Figure 1. Met1 routing (run 1).
Scale bar: 20 um.
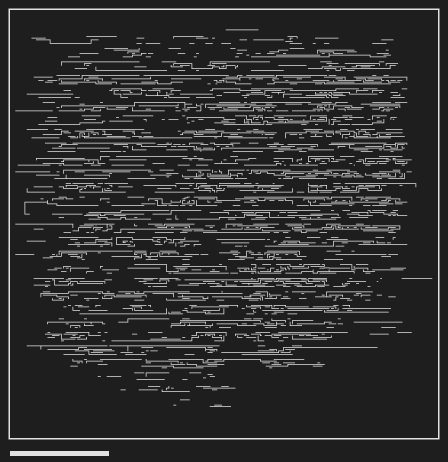
Figure 2. Wiring heat map (run 1).
Scale bar: 20 um. 17 x 17 tiles, from black (low) to pale yellow (high), scaled to the fullest tile. Values are wire area over tile area, all layers added.
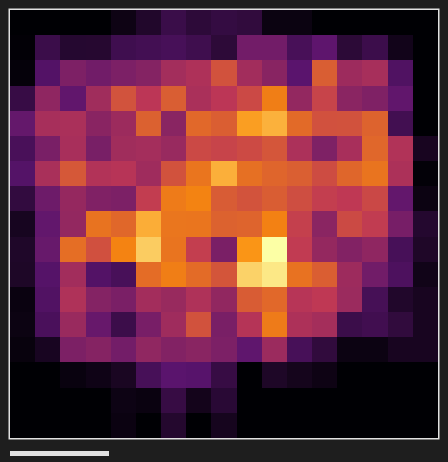
Figure 3. Metal 2 (run 1).
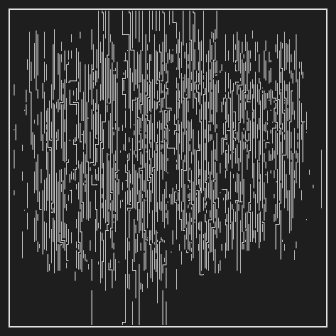
`src/rtl/data_path_if.sv`:
```
//==============================================================================
// Module  : data_path_if
// Strobe, select and memory bus bundle between control unit/memory and datapath.
// Revision: 1.0
//==============================================================================
`default_nettype none
`timescale 1ns/1ps

interface data_path_if;
  // Register strobes
  logic       IR_LOAD;
  logic       MAR_LOAD;
  logic       PC_LOAD;
  logic       PC_INC;
  logic       A_LOAD;
  logic       B_LOAD;
  logic       CCR_LOAD;

  // Selects
  logic [2:0] ALU_SEL;
  logic [1:0] TO_MEMORY_BUS_SEL;
  logic [1:0] FROM_MEMORY_BUS_SEL;

  // Memory side and status back to the control unit
  logic [7:0] from_memory;
  logic [7:0] address;
  logic [7:0] to_memory;
  logic [7:0] IR;
  logic [3:0] CCR;

  modport master (
    output IR_LOAD, MAR_LOAD, PC_LOAD, PC_INC, A_LOAD, B_LOAD, CCR_LOAD,
    output ALU_SEL, TO_MEMORY_BUS_SEL, FROM_MEMORY_BUS_SEL, from_memory,
    input  address, to_memory, IR, CCR
  );

  modport slave (
    input  IR_LOAD, MAR_LOAD, PC_LOAD, PC_INC, A_LOAD, B_LOAD, CCR_LOAD,
    input  ALU_SEL, TO_MEMORY_BUS_SEL, FROM_MEMORY_BUS_SEL, from_memory,
    output address, to_memory, IR, CCR
  );
endinterface

`default_nettype wire

```
`src/rtl/data_path.sv`:
```
//==============================================================================
// Module  : data_path
// 8-bit CPU datapath: IR, MAR, PC, A, B, CCR registers, BUS1/BUS2 muxes and ALU.
// Revision: 1.0
//==============================================================================
`default_nettype none
`timescale 1ns/1ps

module data_path (
  input  logic       clk,
  input  logic       reset,
  data_path_if.slave bus
);

  localparam logic [2:0] c_ALU_ADD = 3'b000;
  localparam logic [2:0] c_ALU_SUB = 3'b001;
  localparam logic [2:0] c_ALU_AND = 3'b010;
  localparam logic [2:0] c_ALU_OR  = 3'b011;
  localparam logic [2:0] c_ALU_INC = 3'b100;
  localparam logic [2:0] c_ALU_DEC = 3'b101;

  localparam logic [1:0] c_BUS1_PC   = 2'b00;
  localparam logic [1:0] c_BUS1_A    = 2'b01;
  localparam logic [1:0] c_BUS1_B    = 2'b10;

  localparam logic [1:0] c_BUS2_ALU  = 2'b00;
  localparam logic [1:0] c_BUS2_BUS1 = 2'b01;
  localparam logic [1:0] c_BUS2_MEM  = 2'b10;

  logic [7:0] r_ir;
  logic [7:0] r_mar;
  logic [7:0] r_pc;
  logic [7:0] r_a;
  logic [7:0] r_b;
  logic [3:0] r_ccr;

  logic [7:0] w_bus1;
  logic [7:0] w_bus2;
  logic [8:0] w_sum;
  logic [8:0] w_diff;
  logic [7:0] w_alu_result;
  logic       w_alu_v;
  logic       w_alu_c;
  logic [3:0] w_alu_flags;

  always_comb begin
    case (bus.TO_MEMORY_BUS_SEL)
      c_BUS1_PC: w_bus1 = r_pc;
      c_BUS1_A:  w_bus1 = r_a;
      c_BUS1_B:  w_bus1 = r_b;
      default:   w_bus1 = 8'h00;
    endcase
  end

  // Ninth bit of the 9-bit add/subtract is carry-out / borrow respectively.
  assign w_sum  = {1'b0, w_bus1} + {1'b0, r_b};
  assign w_diff = {1'b0, w_bus1} - {1'b0, r_b};

  always_comb begin
    w_alu_result = w_bus1;
    w_alu_v      = 1'b0;
    w_alu_c      = 1'b0;
    case (bus.ALU_SEL)
      c_ALU_ADD: begin
        w_alu_result = w_sum[7:0];
        w_alu_c      = w_sum[8];
        w_alu_v      = (w_bus1[7] == r_b[7]) && (w_sum[7] != w_bus1[7]);
      end
      c_ALU_SUB: begin
        w_alu_result = w_diff[7:0];
        w_alu_c      = w_diff[8];
        w_alu_v      = (w_bus1[7] != r_b[7]) && (w_diff[7] != w_bus1[7]);
      end
      c_ALU_AND: w_alu_result = w_bus1 & r_b;
      c_ALU_OR:  w_alu_result = w_bus1 | r_b;
      c_ALU_INC: begin
        w_alu_result = w_bus1 + 8'd1;
        w_alu_c      = (w_bus1 == 8'hFF);
        w_alu_v      = (w_bus1 == 8'h7F);
      end
      c_ALU_DEC: begin
        w_alu_result = w_bus1 - 8'd1;
        w_alu_c      = (w_bus1 == 8'h00);
        w_alu_v      = (w_bus1 == 8'h80);
      end
      default: begin
        w_alu_result = w_bus1;
        w_alu_v      = 1'b0;
        w_alu_c      = 1'b0;
      end
    endcase
  end

  assign w_alu_flags = {w_alu_result[7], (w_alu_result == 8'h00), w_alu_v, w_alu_c};

  always_comb begin
    case (bus.FROM_MEMORY_BUS_SEL)
      c_BUS2_ALU:  w_bus2 = w_alu_result;
      c_BUS2_BUS1: w_bus2 = w_bus1;
      c_BUS2_MEM:  w_bus2 = bus.from_memory;
      default:     w_bus2 = 8'h00;
    endcase
  end

  // Every target loads the same BUS2 value independently; CCR only sees ALU flags.
  always_ff @(posedge clk or negedge reset) begin
    if (!reset) begin
      r_ir  <= 8'h00;
      r_mar <= 8'h00;
      r_pc  <= 8'h00;
      r_a   <= 8'h00;
      r_b   <= 8'h00;
      r_ccr <= 4'h0;
    end else begin
      if (bus.IR_LOAD)  r_ir  <= w_bus2;
      if (bus.MAR_LOAD) r_mar <= w_bus2;
      if (bus.PC_LOAD)
        r_pc <= w_bus2;
      else if (bus.PC_INC)
        r_pc <= r_pc + 8'd1;
      if (bus.A_LOAD)   r_a   <= w_bus2;
      if (bus.B_LOAD)   r_b   <= w_bus2;
      if (bus.CCR_LOAD) r_ccr <= w_alu_flags;
    end
  end

  assign bus.address   = r_mar;
  assign bus.to_memory = w_bus1;
  assign bus.IR        = r_ir;
  assign bus.CCR       = r_ccr;

endmodule

`default_nettype wire

```
`src/flat_wrapper.sv`:
```
// flat-port wrapper written by rule: the top's interface ports become plain ports
module data_path_flat 
  (clk, reset, bus_IR_LOAD, bus_MAR_LOAD, bus_PC_LOAD, bus_PC_INC, bus_A_LOAD, bus_B_LOAD, bus_CCR_LOAD, bus_ALU_SEL, bus_TO_MEMORY_BUS_SEL, bus_FROM_MEMORY_BUS_SEL, bus_from_memory, bus_address, bus_to_memory, bus_IR, bus_CCR);
  data_path_if bus_i ();
  input  logic clk;
  input  logic reset;
  input wire logic [$bits(bus_i.IR_LOAD)-1:0] bus_IR_LOAD;
  input wire logic [$bits(bus_i.MAR_LOAD)-1:0] bus_MAR_LOAD;
  input wire logic [$bits(bus_i.PC_LOAD)-1:0] bus_PC_LOAD;
  input wire logic [$bits(bus_i.PC_INC)-1:0] bus_PC_INC;
  input wire logic [$bits(bus_i.A_LOAD)-1:0] bus_A_LOAD;
  input wire logic [$bits(bus_i.B_LOAD)-1:0] bus_B_LOAD;
  input wire logic [$bits(bus_i.CCR_LOAD)-1:0] bus_CCR_LOAD;
  input wire logic [$bits(bus_i.ALU_SEL)-1:0] bus_ALU_SEL;
  input wire logic [$bits(bus_i.TO_MEMORY_BUS_SEL)-1:0] bus_TO_MEMORY_BUS_SEL;
  input wire logic [$bits(bus_i.FROM_MEMORY_BUS_SEL)-1:0] bus_FROM_MEMORY_BUS_SEL;
  input wire logic [$bits(bus_i.from_memory)-1:0] bus_from_memory;
  output wire logic [$bits(bus_i.address)-1:0] bus_address;
  output wire logic [$bits(bus_i.to_memory)-1:0] bus_to_memory;
  output wire logic [$bits(bus_i.IR)-1:0] bus_IR;
  output wire logic [$bits(bus_i.CCR)-1:0] bus_CCR;
  assign bus_i.IR_LOAD = bus_IR_LOAD;
  assign bus_i.MAR_LOAD = bus_MAR_LOAD;
  assign bus_i.PC_LOAD = bus_PC_LOAD;
  assign bus_i.PC_INC = bus_PC_INC;
  assign bus_i.A_LOAD = bus_A_LOAD;
  assign bus_i.B_LOAD = bus_B_LOAD;
  assign bus_i.CCR_LOAD = bus_CCR_LOAD;
  assign bus_i.ALU_SEL = bus_ALU_SEL;
  assign bus_i.TO_MEMORY_BUS_SEL = bus_TO_MEMORY_BUS_SEL;
  assign bus_i.FROM_MEMORY_BUS_SEL = bus_FROM_MEMORY_BUS_SEL;
  assign bus_i.from_memory = bus_from_memory;
  assign bus_address = bus_i.address;
  assign bus_to_memory = bus_i.to_memory;
  assign bus_IR = bus_i.IR;
  assign bus_CCR = bus_i.CCR;
  data_path u_core (.clk(clk), .reset(reset), .bus(bus_i));
endmodule
```
`config.mk`:
```
export PLATFORM = sky130hd
export DESIGN_NAME = data_path_flat
export DESIGN_NICKNAME = d
export VERILOG_FILES = /design/src/rtl/data_path_if.sv /design/src/rtl/data_path.sv /design/src/flat_wrapper.sv
export SDC_FILE = /design/constraint.sdc
export NUM_CORES = 1
export LEC_CHECK = 0
export CAP_MARGIN = 20
export CORE_MARGIN = 3
export CORE_UTILIZATION = 60
export DETAILED_ROUTE_END_ITERATION = 16
export GPL_ROUTABILITY_DRIVEN = 0
export PLACE_DENSITY = 0.95
export RECOVER_POWER = 50
export SLEW_MARGIN = 30
export SYNTH_ARGS = -nofsm -noshare
export SYNTH_HDL_FRONTEND = slang
export SYNTH_SLANG_ARGS = --single-unit
export TNS_END_PERCENT = 100
```
`constraint.sdc`:
```
create_clock -name clk -period 8.05 [get_ports clk]
set_input_delay 1.61 -clock clk [delete_from_list [all_inputs] [get_ports clk]]
set_output_delay 1.61 -clock clk [all_outputs]
set_load 0.02 [all_outputs]
```
==> run summary, run 1 <==
flow finished, numbers: outcome=finished with violations, violated checks=max-capacitance violations, max-slew violations, post-CTS setup buffer count=0, drt drc=0, Max VDD drop=around 180 uV, Adder Share, Synth=about an eighth, Worst EP required=6.44 ns, first-pass GRT wire length=18600 um, grt total ovfl=0, Post-Place Cells=562, Post-synth EDFFs=0, dominant logic cell types in the final layout=61 x nor2_1, 51 x a21oi_1, 44 x dfrtp_1, 36 x clkdlybuf4s50_1, 31 x ha_1, Synthesized registers=approximately 44, MaxCap Viol Count=1, die span in x=between 80 and 90 um, worst hold path depth=2, # diodes=0, clock root buffer=clkbuf_8, ao+oa area frac=around a quarter, Initial DRC Count=between 400 and 500, met2 wire length=about 5500 um, Seq share, synth=28.6%, GR peak layer=met2, setup TNS=0 ns, Mapped Cells=roughly 460, Cell Rows=28, drt via density=slightly below 7, r2r startpoint=u_core.r_b[0], Hold Startpoint=u_core.bus.CCR[2], non-filler cells in the finished layout=570, crit path to=bus_to_memory[0], Worst slew margin=-53.2%, critical path endpoint category=output port, CTS Sinks=~44, CTS tree=built, critical path type=in -> out, antenna violations before repair=0, largest net degree at the start of global routing=~45, fraction of layout cells with a size suffix above 1=about 5.5%, max layer used=met4, Total Power=around 0.00083 W, H-tree levels=2, R2R depth=13, Leak Pwr=between 1.5 and 2 nW, core box area=roughly 0.0061 mm2, Synth-to-Final Area Change=15.3%, vias in the first global route=3742, dominant register cell=dfrtp_1, final setup fails=0, RSZ-0062 raised after global routing=false, top area contributor share=approximately 29%, met1 WL=~4200 um, Synth Warn #=0, hold worst-path end=u_core.bus.CCR[2], Die Span Y=approximately 86 um, total CTS buffers=5, GR Util met3=under 10%, Slew Viols, Final=approximately 45, xor/xnor share=under 10%, Worst-path clk slew=about 0.090 ns, Hold Vio Cnt, Final=0, biggest area cells=dfrtp_1 29%, ha_1 10%, a21oi_1 6.6%, ys cells=about 460, Logic family by area=AND-OR/OR-AND gates, input/output buffers=51, Crit Path Max Fanout=13, placed wire-length estimate=between 8000 and 9000 um, post-layout min period=between 5 and 6 ns, Cell Pwr Density=~190 mW/mm2, I/O pins=roughly 52, post-synth net total=between 500 and 600, Post-synth ARST share=100%, Hold Slack=approximately 0.53 ns, maximum clock rate=169 MHz, slack of the worst reg-to-reg path=approximately 4 ns, area fraction in mux cells=about 5.7%, worst-skew pair later-pin latency=~0.31 ns, Simple-Gate Area Share=21.3%, yosys stat area=0.00385 mm2, cts repair resizes=0, syn_area_per_cell=about 8.3 um2, antenna-violating nets left=0
Back to the opening pictures, Figure 1:
share of all routed wire: 37%
main direction: horizontal
M1 GR Usage: 38.7%
routed wire length: 11400 um
via count: 3885

Back to the opening pictures, Figure 2:
fullest tile: 0.85
nearly empty tiles: 17%
densest ninth of the die: middle
emptiest ninth of the die: bottom right
Total GRT Usage: 31.6%
Routed WL per cell: 20.1 um

Back to the opening pictures, Figure 3:
share of all routed wire: 48%
main direction: vertical
wire length on this layer: 5510 um
M2 GR Usage: 52.3%

## run 1: cell usage after synthesis (3+ instances only)
cell type,n
nor2_1,61
a21oi_1,51
dfrtp_1,44
ha_1,31
inv_1,29
nand2_1,21
mux2i_1,15
clkbuf_1,12
nor2b_1,12
o21ai_0,11
xnor2_1,11
a31oi_1,9
buf_2,9
nand3_1,9
nand4_1,7
a21o_1,6
a41oi_1,6
buf_1,6
nor3_1,6
o31ai_1,6
a211oi_1,5
and3_1,5
nand3b_1,5
a2bb2oi_1,4
nand2b_1,4
nand4b_1,4
nor3b_1,4
nor4_1,4
o22ai_1,4
or2_2,4
and2_1,3
fa_1,3
o21a_1,3
o21bai_1,3
or3_1,3
xor2_1,3
## run 1: state kept, by name (all words and copies together) (netlist names)
name,count
u_core.bus.IR,8
u_core.bus.address,8
u_core.r_a,8
u_core.r_b,8
u_core.r_pc,8
u_core.bus.CCR,4
## run 1: power breakdown
group	switching, W	total [W]	internal [W]
Clock	0.0000792	0.000149	0.0000698
Combinational	0.000236	0.000400	0.000164
Sequential	0.0000325	0.000285	0.000253
Total	0.000347	0.000834	0.000486
## run 1: area by class of cell
class	count	area, um2
multi-input cells	359	2510
inverters	30	113
clock buffers	7	86.3
repair buffers	54	527
clock inverters	1	7.51
flip-flops and latches	44	1100
well taps	75	93.8
fillers	430	1620
## run 1: through the flow
step                      setup slack, ns  utilization, %  area [um2]
after floorplan                      3.30               -        3850
after CTS                            2.14            73.3        4440
after detailed placement             1.91            71.7        4350
final                                2.12            73.2        4440
after global routing                 1.91            73.2        4440
after global placement               2.05            71.7        4350
## run 1: worst max-delay path, cell delays in order
cell	delay, ns
clkdlybuf4s50_1	0.79
nor2b_1	0.62
a21oi_1	0.39
inv_1	0.26
clkdlybuf4s50_1	0.65
Figure 4. Placement density heat map (run 1).
Scale bar: 20 um. 9 x 9 tiles, from black (low) to pale yellow (high), 0 to 100% covered.
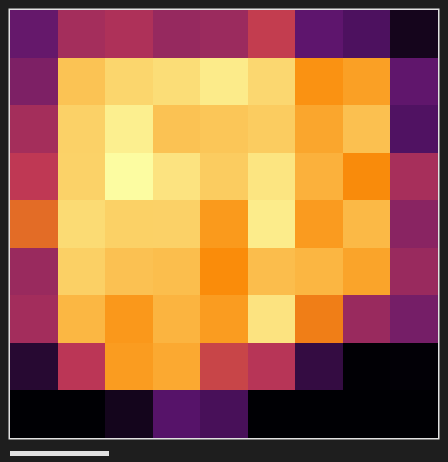

--- run 2 (diff from run 1) ---
--- a/config.mk
+++ b/config.mk
@@ -7,10 +7,10 @@
 export LEC_CHECK = 0
 export CAP_MARGIN = 20
 export CORE_MARGIN = 3
-export CORE_UTILIZATION = 60
+export CORE_UTILIZATION = 51
 export DETAILED_ROUTE_END_ITERATION = 16
 export GPL_ROUTABILITY_DRIVEN = 0
-export PLACE_DENSITY = 0.95
+export PLACE_DENSITY = 0.89
 export RECOVER_POWER = 50
 export SLEW_MARGIN = 30
 export SYNTH_ARGS = -nofsm -noshare
==> constraint.sdc (replaced) <==
create_clock -name clk -period 5.4 [get_ports clk]
set_input_delay 1.08 -clock clk [delete_from_list [all_inputs] [get_ports clk]]
set_output_delay 1.08 -clock clk [all_outputs]
set_load 0.02 [all_outputs]
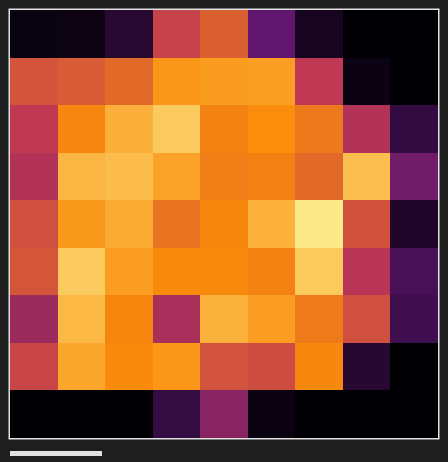
Figure 5: run 2, placement density heat map.
Scale bar: 20 um. 9 x 9 tiles, from black (low) to pale yellow (high), 0 to 100% covered.
emptiest ninth of the die: top right
tiles over 75% full: 27%
nearly empty tiles: 12%
mean over tiles: 51%
fullest tile: 95%

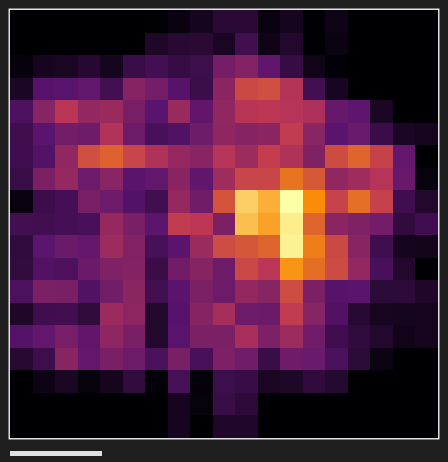
Figure 6: run 2, wiring heat map.
Scale bar: 20 um. 19 x 19 tiles, from black (low) to pale yellow (high), scaled to the fullest tile. Values are wire area over tile area, all layers added.
fullest tile: 0.90
emptiest ninth of the die: bottom right
densest ninth of the die: middle
nearly empty tiles: 21%
Routed WL per cell: 18.1 um
Total GRT Usage: 25.7%
routed wire length: 10800 um
via count: 3753

==> run 2 against run 1 <==
Effect of this change:
- the flow still finishes with violations (max-capacitance violations, max-slew violations)
- critical endpoint is now u_core.r_b[7]
- area after synthesis unchanged
- register-to-register slack lost 2.2 ns
- via count decreased by 3.4%
- sequential share of layout area shrank 0.45 points
- non-clock buffer count is 5 higher
- setup slack got worse by 1.6 ns
- synthesized cell count is the same
- worst hold slack worse by 0.025 ns
- combinational power up 48%
- critical path depth increased by 8
==> run summary, run 2 <==
flow finished, numbers: Slew Viols, Final=45 (unchanged), Final WS setup=0.556 ns (-1.56 ns), cts repair resizes=0 (unchanged), Initial DRC Count=256 (-40%), critical path endpoint category=flop, input/output buffers=51 (unchanged), clock power share=19.8% (+1.9 points), Sequential Power Share=33.3% (-0.9 points), Total Power=0.00126 W (+51%), antenna violations before repair=0 (unchanged), largest power group=combinational logic, top area contributor share=28.6% (unchanged), Post-synth ARST share=100% (unchanged), antenna-violating nets left=0 (unchanged), Synth top cells by count=61 x nor2_1, 51 x a21oi_1, 44 x dfrtp_1, violated checks=max-capacitance violations, max-slew violations, dominant logic cell types in the final layout=61 x nor2_1, 51 x a21oi_1, 44 x dfrtp_1, 36 x clkdlybuf4s50_1, 31 x ha_1, first-pass GRT wire length=17800 um (-4.1%), I/O pins=52 (unchanged), placed wire-length estimate=8090 um (-4.4%), die span in x=92.9 um (+7.9%), drt drc=0 (unchanged), final setup fails=0 (unchanged), setup TNS=0 ns (unchanged), fin area=0.00452 mm2 (+1.8%), Synth-to-Final Area Change=17.5%, ao+oa area frac=23.4% (unchanged), Cell Pwr Density=279 mW/mm2 (+49%), clock root buffer=clkbuf_8, grt total ovfl=0 (unchanged), maximum clock rate=between 200 and 250 MHz, # diodes=0 (unchanged), post-route core utilization=62.0% (-11 points), area fraction in mux cells=5.66% (unchanged), Max VDD drop=264 uV (+50%), yosys stat area=0.00385 mm2 (unchanged), total CTS buffers=5 (unchanged), Post-Place Cells=591 (+5.2%), outcome=finished with violations, final worst path period share=approximately 90%, Hold Slack=0.510 ns (-0.0247 ns), max incr delay on CP=0.82 ns (+0.03 ns), Synth Warn #=0 (unchanged), Power Internal=0.000762 W (+57%), biggest area cells=dfrtp_1 29%, ha_1 10%, a21oi_1 6.6%, vias in the first global route=3709 (-0.88%), Worst EP required=5.55 ns (-0.89 ns), sw frac=39.6% (-2.0 points), MaxCap Viol Count=1 (unchanged), Hold Vio Cnt, Final=0 (unchanged), Worst-path clk slew=0.08 ns (about the same), worst-skew pair later-pin latency=0.30 ns (about the same), Mapped Cells=461 (unchanged), clk buf depth=2, post-CTS setup buffer count=0 (unchanged), Seq share, synth=28.6% (unchanged), H-tree levels=2 (unchanged), fraction of layout cells with a size suffix above 1=6.40% (+0.95 points), pre-CTS WS=0.336 ns (-1.58 ns), critical path cell sequence=clkdlybuf4s50_1 -> nor2b_1 -> buf_4 -> a2bb2oi_1 -> inv_1 -> ha_1 -> and4_1 -> nand2_1 -> o211ai_1 -> o21bai_1 -> nand3_1 -> o31ai_1 -> a31oi_1, Post-synth EDFFs=0 (unchanged), Adder Share, Synth=11.6% (unchanged), Comb pwr share=46.8% (-1.2 points), DRT Pass-1 Iters=5, CTS Sinks=44 (unchanged), Sw Pwr=0.000500 W (+44%), post-layout min period=4.84 ns, syn_area_per_cell=8.35 um2 (unchanged), top cell type by instance count after synthesis=nor2_1, drt via density=6.27 (-8.1%), Leak Pwr=1.93 nW (+1.9%), core box area=0.00729 mm2 (+20%), non-filler cells in the finished layout=599 (+5.1%), Logic power comb=0.000591 W (+48%), Cell Rows=31 (+11%), dominant register cell=dfrtp_1, Power Sequential=0.000420 W (+47%), Synthesized registers=44 (unchanged), CTS tree=built, P_clk=0.000250 W (+68%), Worst slew margin=-53.4% (-0.18 points), ys cells=461 (unchanged), Die Span Y=92.9 um (+7.9%), Simple-Gate Area Share=21.3% (unchanged), Critical-path top delay cell=clkdlybuf4s50_1, critical path type=in -> reg, largest net degree at the start of global routing=45 (unchanged)
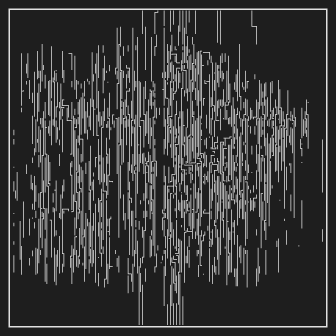
Figure 7: run 2, metal 2.
wire length on this layer: 5190 um
share of all routed wire: 48%
longest straight run: 45.9 um
M2 GR Usage: 43.4%

==> run 2: cell counts after synthesis <==
Identical to the previous run, type by type.
==> run 2: kinds of logic after synthesis <==
group | count (synthesis)
AND/OR/NAND/NOR | 159
flip-flops | 44
AND-OR/OR-AND | 133
multiplexers | 19
adder cells (fa/ha/maj) | 34
XOR/XNOR | 14
buffers and inverters | 58
==> run 2: worst paths after layout <==
path	depth (start not counted)	slack (ns)	to	start
worst max-delay path	13	0.56	u_core.r_b[7]	bus_TO_MEMORY_BUS_SEL[1]
worst min-delay path	1	0.51	u_core.bus.CCR[3]	u_core.bus.CCR[3]
worst max register to register	11	1.81	u_core.r_b[7]	u_core.r_pc[2]
worst min register to register	1	0.51	u_core.bus.CCR[3]	u_core.bus.CCR[3]
max in group asynchronous	1	2.63	u_core.bus.IR[0]	reset
min in group asynchronous	1	1.46	u_core.bus.address[6]	reset
==> run 2: cell type report <==
type / instances / area (um2)
inverter: 30 / 113
timing repair buffer: 59 / 564
fill: 654 / 2770
sequential: 44 / 1100
multi-input combinational: 359 / 2510
clock buffer: 6 / 72.6
tap: 99 / 124
clock inverter: 2 / 35.0
==> run 2: layer usage <==
metal	wire, um	vias to the layer above	share of wire [%]	GRT usage, %
met1	4390	1776	40	32.1
met5	0	-	0	0
met4	389	0	3.6	10.7
met3	870	46	8.0	4.87
li1	-	1735	-	-
met2	5190	196	48	43.4
==> run 2: critical path, delay by kind of cell <==
kind,cells,cell delay (ns)
AOI/OAI and AO/OA,5,1.59
buffers and inverters,3,1.22
and+or+nand+nor,4,0.67
adders and majority gates,1,0.43
Figure 8. Congestion heat map (run 2).
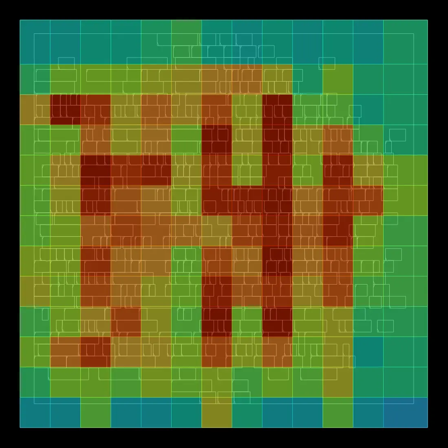

--- run 3 (diff from run 2) ---
--- a/config.mk
+++ b/config.mk
@@ -10,8 +10,10 @@
 export CORE_UTILIZATION = 51
 export DETAILED_ROUTE_END_ITERATION = 16
 export GPL_ROUTABILITY_DRIVEN = 0
+export GPL_TIMING_DRIVEN = 0
 export PLACE_DENSITY = 0.89
 export RECOVER_POWER = 50
+export SKIP_LAST_GASP = 1
 export SLEW_MARGIN = 30
 export SYNTH_ARGS = -nofsm -noshare
 export SYNTH_HDL_FRONTEND = slang
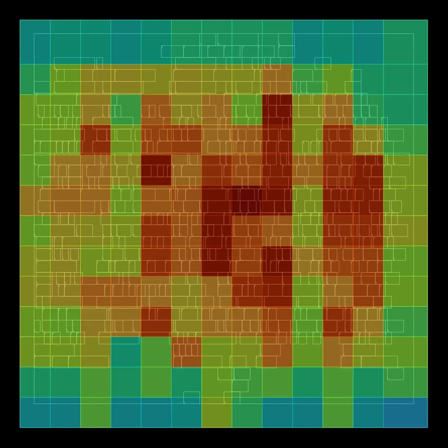
Figure 9: run 3, congestion heat map.
Routed WL per cell: 18.1 um
GR Util met3: 2.92%
post-route core utilization: 61.9%
M2 GR Usage: 45.5%
Total GRT Usage: 26.3%

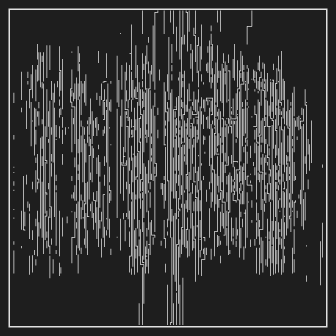
Figure 10: run 3, metal 2.
nets with wire on the layer: 488
main direction: vertical
share of all routed wire: 50%
longest straight run: 50.0 um

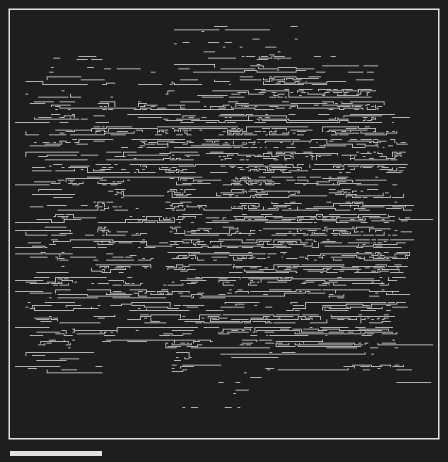
Figure 11: run 3, met1 routing.
Scale bar: 20 um.
share of all routed wire: 40%
longest straight run: 31.3 um
wire length on this layer: 4420 um
nets with wire on the layer: 508
main direction: horizontal

==> run 3 against run 2 <==
Effect of this change:
- the flow now finishes without violations
- global-route usage rose by 0.58 points
- sequential cell count did not move
- first-iteration DRC count rose by 12%
- maximum frequency fell by 6.4%
- worst hold slack improved by 0.019 ns
- largest cell class unchanged
==> run summary, run 3 <==
flow finished, numbers: Initial DRC Count=286 (+12%), clock power share=17.9% (-1.9 points), biggest area cells=dfrtp_1 29%, ha_1 10%, a21oi_1 6.6%, setup TNS=0 ns (unchanged), Critical-path top delay cell=a21oi_1, Cell Pwr Density=273 mW/mm2 (-2.3%), die span in x=92.9 um (unchanged), clock root buffer=clkbuf_8, outcome=completed, Post-Place Cells=606 (+2.5%), total CTS buffers=5 (unchanged), largest power group=combinational logic, Post-synth EDFFs=0 (unchanged), core box area=0.00729 mm2 (unchanged), drt drc=0 (unchanged), CTS tree=built, final worst path period share=95.8% (+6.1 points), Synth-to-Final Area Change=17.4% (about the same), P_clk=0.000220 W (-12%), largest net degree at the start of global routing=24 (-47%), dominant logic cell types in the final layout=61 x nor2_1, 51 x a21oi_1, 44 x dfrtp_1, 31 x ha_1, 30 x clkdlybuf4s50_1, delay-heaviest family, CP=AND-OR/OR-AND gates, critical path type=in -> reg, slack of the worst reg-to-reg path=1.19 ns (-0.62 ns), worst-skew pair later-pin latency=0.29 ns (about the same), max incr delay on CP=0.64 ns (-0.18 ns), Mapped Cells=461 (unchanged), R2R Path End=u_core.r_pc[6], Power Internal=0.000734 W (-3.6%), sw frac=40.4% (+0.77 points), MaxCap Viol Count=0 (-1), r2r startpoint=u_core.r_b[0], placed wire-length estimate=8650 um (+7.0%), Sequential Power Share=34.2% (+0.9 points), Seq share, synth=28.6% (unchanged), final setup fails=0 (unchanged), antenna violations before repair=0 (unchanged), post-CTS setup buffer count=0 (unchanged), antenna-violating nets left=0 (unchanged), Worst-path clk slew=0.08 ns (about the same), non-filler cells in the finished layout=613 (+2.3%), R2R depth=13 (+2), H-tree levels=2 (unchanged), post-layout min period=5.17 ns (+0.330 ns), drt via density=6.25 (-0.23%), clk buf depth=2 (unchanged), top cell type by instance count after synthesis=nor2_1, Post-synth ARST share=100% (unchanged), Cell Rows=31 (unchanged), ys cells=461 (unchanged), hold worst-path end=u_core.bus.address[0], Max VDD drop=200 uV (-24%), fin area=0.00452 mm2 (about the same), worst hold path depth=2 (+1), CTS Sinks=44 (unchanged), Worst EP required=5.61 ns (+0.06 ns), Slew Viols, Final=0 (-100%), DRT Pass-1 Iters=5 (unchanged), Hold Vio Cnt, Final=0 (unchanged), Sw Pwr=0.000498 W (-0.47%), Fillers=664 (+1.5%), input/output buffers=45 (-12%), critical path endpoint category=flop, maximum clock rate=193 MHz (-6.4%), Hold Startpoint=u_core.bus.address[0], top area contributor share=28.6% (unchanged), syn_area_per_cell=8.35 um2 (unchanged), I/O pins=52 (unchanged), critical path cell sequence=clkdlybuf4s50_1 -> buf_2 -> nor2_1 -> a21oi_1 -> ha_1 -> inv_1 -> fa_1 -> nor3b_1 -> nor3_1 -> o311a_1 -> a21oi_1 -> o31ai_1 -> o21ai_1 -> a21oi_1, Final WS setup=0.226 ns (-0.330 ns), Critical path buffers and inverters=3 (unchanged), Leak Pwr=1.92 nW (-0.12%), Power Sequential=0.000421 W (about the same), pre-CTS WS=0.0293 ns (-0.307 ns), cts repair resizes=0 (unchanged), Die Span Y=92.9 um (unchanged), Synth top cells by count=61 x nor2_1, 51 x a21oi_1, 44 x dfrtp_1, # diodes=0 (unchanged), grt total ovfl=0 (unchanged), fraction of layout cells with a size suffix above 1=6.61% (+0.21 points)
==> run 3: area by class of cell <==
type                    instances  area [um2]  share of cell area, %
well taps                      99         124                   2.74
plain buffers                  28         124                   2.74
flip-flops and latches         44        1100                   24.4
repair buffers                 46         448                   9.92
inverters                      30         113                   2.49
multi-input cells             359        2510                   55.6
clock buffers                   7        96.3                   2.13
==> run 3: metal layers <==
metal	GRT usage, %	vias to the layer above	routed length [um]
met4	12.1	0	432
met1	32.8	1836	4420
met3	2.92	46	683
li1	-	1768	-
met5	0	-	0
met2	45.5	182	5540
==> run 3: per-stage QoR <==
step | utilization [%] | hold WS (ns)
after CTS | 62.3 | 0.540
after global placement | 60.7 | 0.496
after detailed placement | 61.0 | 0.517
final | 61.9 | 0.529
after floorplan | - | 0.495
after global routing | 61.9 | 0.554
==> run 3: kinds of logic after synthesis <==
logic type	Yosys count	share of synthesized area, %
and+or+nand+nor	159	21.3
AOI/OAI and AO/OA	133	23.4
buffers and inverters	58	6.14
DFF	44	28.6
adders and majority gates	34	11.6
muxes	19	5.66
xor gates and xnor gates	14	3.19
==> run 3: worst max-delay path by stage <==
| stage | start | end | slack (ns) | cells after the start |
|---|---|---|---|---|
| 2_1_floorplan | bus_TO_MEMORY_BUS_SEL[1] | u_core.bus.IR[7] | 1.18 | 13 |
| 3_3_place_gp | bus_TO_MEMORY_BUS_SEL[1] | u_core.r_b[7] | 0.21 | 14 |
| 3_5_place_dp | bus_TO_MEMORY_BUS_SEL[1] | u_core.bus.IR[7] | 0.03 | 14 |
| 4_1_cts | bus_TO_MEMORY_BUS_SEL[1] | u_core.bus.IR[7] | 0.33 | 14 |
| 5_1_grt | bus_ALU_SEL[2] | u_core.r_pc[6] | 0.12 | 13 |
| 6_report | bus_TO_MEMORY_BUS_SEL[0] | u_core.r_pc[6] | 0.23 | 14 |
Power figures rest on the tool's default switching activity, not on a simulated workload.
